==> config.mk <==
export PLATFORM = sky130hd
export DESIGN_NAME = traffic_light
export DESIGN_NICKNAME = d
export VERILOG_FILES = /design/src/rtl/traffic_light_pkg.sv /design/src/rtl/traffic_light_timer.sv /design/src/rtl/traffic_light.sv
export SDC_FILE = /design/constraint.sdc
export NUM_CORES = 1
export LEC_CHECK = 0
export CORE_MARGIN = 2
export CORE_UTILIZATION = 50
export CTS_BUF_LIST = sky130_fd_sc_hd__clkbuf_4 sky130_fd_sc_hd__clkbuf_8
export CTS_CLUSTER_SIZE = 24
export DETAILED_ROUTE_END_ITERATION = 8
export PLACE_DENSITY = 0.7
export REMOVE_ABC_BUFFERS = 1
export SYNTH_ARGS = -nofsm -noshare
export SYNTH_HDL_FRONTEND = slang
export SYNTH_SLANG_ARGS = --single-unit
==> constraint.sdc <==
create_clock -name clk -period 2.7 [get_ports clk]
set_input_delay 0.27 -clock clk [delete_from_list [all_inputs] [get_ports clk]]
set_output_delay 0.27 -clock clk [all_outputs]
set_load 0.02 [all_outputs]
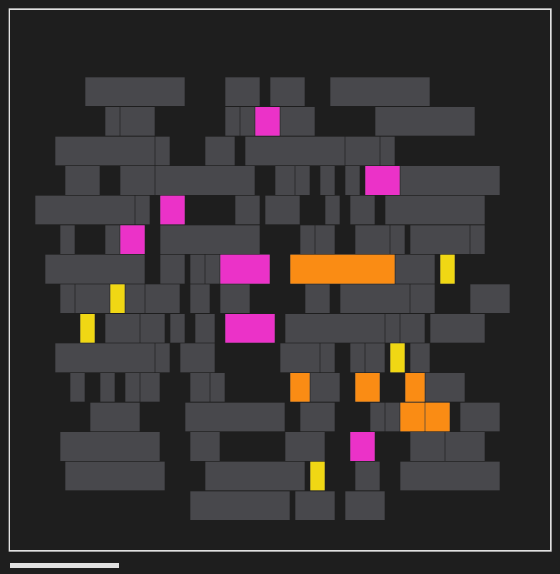
(run_1/gates.png)
Bar = 10 um.
magenta -> and/or cells  # cells 7
orange -> aoi and oai cells  # cells 6
yellow -> inv cells  # cells 5
count of non-filler cells in the finished layout: 142
top logic cell by instance count in the layout: sky130_fd_sc_hd__nor2_1
fraction of area in multi-input gates: 0.459

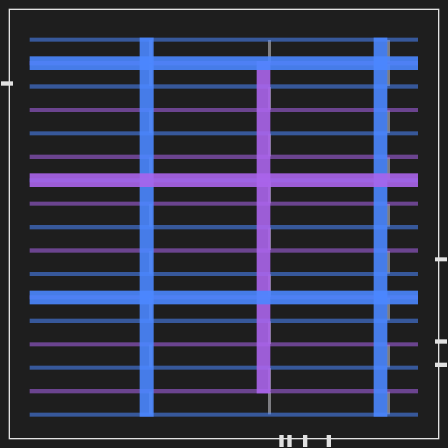
(run_1/floorplan.png)
Pins as bars on the die edge. Tap cells in gray.
purple -> VDD
blue -> VSS
met1 rails = 17
rows = 16
met5 straps = 3
floorplan core area: 0.00196 mm^2
die boundary width: 49.7 um
die y size: 49.7 um

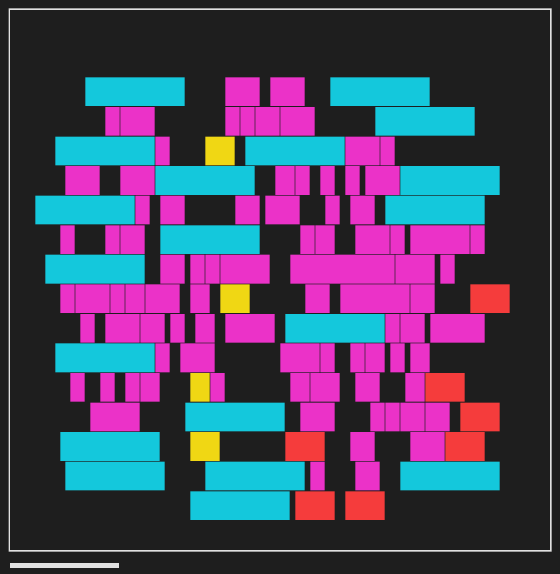
(run_1/class_map.png)
Bar = 10 um.
red -> remaining buffers and delay cells  # cells 7, share of their area 6.2%
yellow -> clock drivers and dummy loads  # cells 4, share of their area 2.5%
magenta -> remaining logic cells  # cells 85, share of their area 49%
cyan -> registers  # cells 19, share of their area 42%
final non-filler cell area: 0.00116 mm^2
post-route core utilization: 0.589
Rows: 16

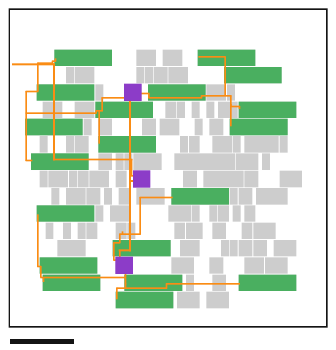
(run_1/clock_wires.png)
Bar = 10 um.
orange -> clock wires  # length 217 um
purple -> clock-net drivers  # count 3
green -> flip-flops  # count 19
flops lie = widely spread
routed clock nets = 4
clock share of power: 0.172
Setup Skew: 3.79 ps
Clk power: 0.000143 W

==> metrics.yaml <==
result_of_the_run: "finished, final reports clean"
ys_seq_frac: 0.456
antenna-diode-count: 0
grt_overflow: 0
synth-main-ff-cell: "sky130_fd_sc_hd__dfrtp_1"
max_reg_flops: 15
grt_first_pass_wirelength_mm: 3.39
grt_util_met1: 0.239
final_hold_viol_count: 0
timing.critical_path.depth: 4
worst-endpoint-arrival_ps: 1760
worst_path_dominant_cell_family: "buffers and inverters"
dr.first_iter.drc_count: 11
setup_viol: 0
r2r.worst_path.cells: 6
rsz0062_at_grt: "no"
max-cap-violations: 0
postSynthRegisterBits: 19
cts_sinks: 19
fraction_of_layout_instances_using_a_drive_strength_above_1: 0.122
crit_type: "reg2out"
remaining_antenna_violation_count: 0
num-nets-final: 120
cts_tree: "done"
post-dp-hpwl_mm: 1.38
slew_headroom: 0.433
yosysWarnings: 0
power.static_leakage_nw: 0.551
via_count_of_the_first_global_routing_pass: 759
drt-total-wl_mm: 1.84
fmax_mhz: 493
synth.cells.most_frequent: "sky130_fd_sc_hd__nor2_1 (23), sky130_fd_sc_hd__dfrtp_1 (19), sky130_fd_sc_hd__xor2_1 (8)"
detail_route.vias_per_cell: 5.53
crit_chain: "nor2_1, nand2_1, inv_1, clkdlybuf4s50_1"
finalClockPeriodUsage: 0.751
gr_met3_demand_resource: 0.0212
floorplan.io_pins: 8
route.detailed.drc: 0
numCtsBuffers: 3
power_per_cell_area_mw_per_mm2: 720
warnings: 25
cts_max_path_buffers: 2
setup_total_negative_slack_ps: 0
synthesis.area_per_instance_um2: 9.84
max_stage_delay_ps: 590
critical_path_buf_inv_count: 2
grt_max_degree: 20
ir_worst_vdd_mv: 0.540
critPathRequiredTime_ps: 2430
routedWlPerCell_um: 12.9
synth_top_cell_by_count: "sky130_fd_sc_hd__nor2_1"
fp-utilization: 0.532
worst_skew_pair.late_latency_ps: 300
yosys.cell_types.count: 31
synth_chip_area_mm2: 0.00104
grt_most_used_layer: "met2"
area_growth_pct: 10.8
portBuffers: 7
critPathMaxFanout: 9
gr-usage-all-layers: 0.177
post_synthesis_cell_count_from_yosys: 106
ctsRootBufferMaster: "sky130_fd_sc_hd__clkbuf_4"
worst_setup_path_start_kind: "flop"
synth_largest_type_area_fraction: 0.456
htreeDepth: 1
cts-hold-fix-buffers: 0
clk_transition_reported_paths_ps: 110
slowest_stage: "sky130_fd_sc_hd__clkdlybuf4s50_1"
synth-edff-count: 0
min_period_ps: 2030
maxSlewViolCount: 0
max_slew.worst_pin.slew_ps: 848
worst_hold_path_type: "in2async"
syn_area_mm2: 0.00104
routed-via-count: 785
syn_inst: 106
r2r_setup_slk_ps: 910
worst_hold_margin_ps: 446
worstSetupEndpointType: "output pin"
global_route.usage.met2: 0.282
finalWeightedCongestion: 0.744
synthDominantAreaCellType: "sky130_fd_sc_hd__dfrtp_1"
floorplan.die_area_mm2: 0.00247
postCtsSetupBuffers: 0
synthArstFlopShare: 1.00
top_cells_area: "sky130_fd_sc_hd__dfrtp_1 (46%), sky130_fd_sc_hd__nor2_1 (8.3%), sky130_fd_sc_hd__xor2_1 (6.7%)"
postCtsResizedCells: 0
totalPowerFinal_w: 0.000832
placed_cells_incl_taps: 138
drt_pass1_iterations: 6
antenna_found_initial: 0
[run 1: report_power, final]
part           internal (W)  total, W  switching, W
combinational      0.000130  0.000255      0.000125
sequential         0.000352  0.000434     0.0000817
clock             0.0000552  0.000143     0.0000875
total              0.000538  0.000832      0.000294
[run 1: metal layers]
metal	wire, um	up-vias
met3	58	5
met2	884	13
met5	0	-
li1	-	381
met4	39	0
met1	856	386
[run 1: worst register-to-register path, cell delays in order, from the launching register on]
cell and delay, ps:
sky130_fd_sc_hd__dfrtp_1 470, sky130_fd_sc_hd__nand2b_4 190, sky130_fd_sc_hd__inv_2 90, sky130_fd_sc_hd__nand4b_2 130, sky130_fd_sc_hd__a221oi_4 470, sky130_fd_sc_hd__a211o_4 260
sky130_fd_sc_hd__nor2_1 80
[run 1: placed cells by master (no fill, tap or decap), types with 2 or more instances in the layout]
| cell type | instances |
|---|---|
| sky130_fd_sc_hd__nand2_1 | 6 |
| sky130_fd_sc_hd__nand4_1 | 4 |
| sky130_fd_sc_hd__nand2b_1 | 3 |
| sky130_fd_sc_hd__o22ai_1 | 2 |
| sky130_fd_sc_hd__xnor2_1 | 6 |
| sky130_fd_sc_hd__and4bb_2 | 2 |
| sky130_fd_sc_hd__inv_1 | 4 |
| sky130_fd_sc_hd__clkdlybuf4s50_1 | 7 |
| sky130_fd_sc_hd__clkbuf_4 | 3 |
| sky130_fd_sc_hd__and3_1 | 3 |
| sky130_fd_sc_hd__xor2_1 | 8 |
| sky130_fd_sc_hd__nor2_1 | 23 |
| sky130_fd_sc_hd__dfrtp_1 | 19 |
| sky130_fd_sc_hd__nand3_1 | 7 |
[run 1: cells by family (layout without fill, tap and decap cells)]
kind of cell    after synthesis  in the layout  synth area share
compound gates                9              9            0.0875
xor+xnor                     14             14             0.118
fa+ha+maj                     1              1            0.0120
buf+inv                       7             16            0.0360
flops                        19             19             0.456
simple gates                 56             56             0.291
[run 1: stage by stage]
stage | utilization | setup WS, ps | cell area (um^2)
floorplan | - | 1020 | 1020
global placement | 0.575 | 934 | 1130
detailed placement | 0.575 | 918 | 1130
CTS | 0.589 | 657 | 1160
global route | 0.589 | 578 | 1160
finish | 0.589 | 672 | 1160
[run 1: area by class of cell]
| cell class | instances | area [um^2] |
|---|---|---|
| clock buffer | 3 | 22.5 |
| tap | 27 | 33.8 |
| fill | 202 | 806 |
| multi-input combinational | 80 | 531 |
| sequential | 19 | 475 |
| inverter | 5 | 18.8 |
| timing repair buffer | 7 | 70.1 |
| clock inverter | 1 | 5.00 |
Power is estimated from default activity; no workload was simulated.
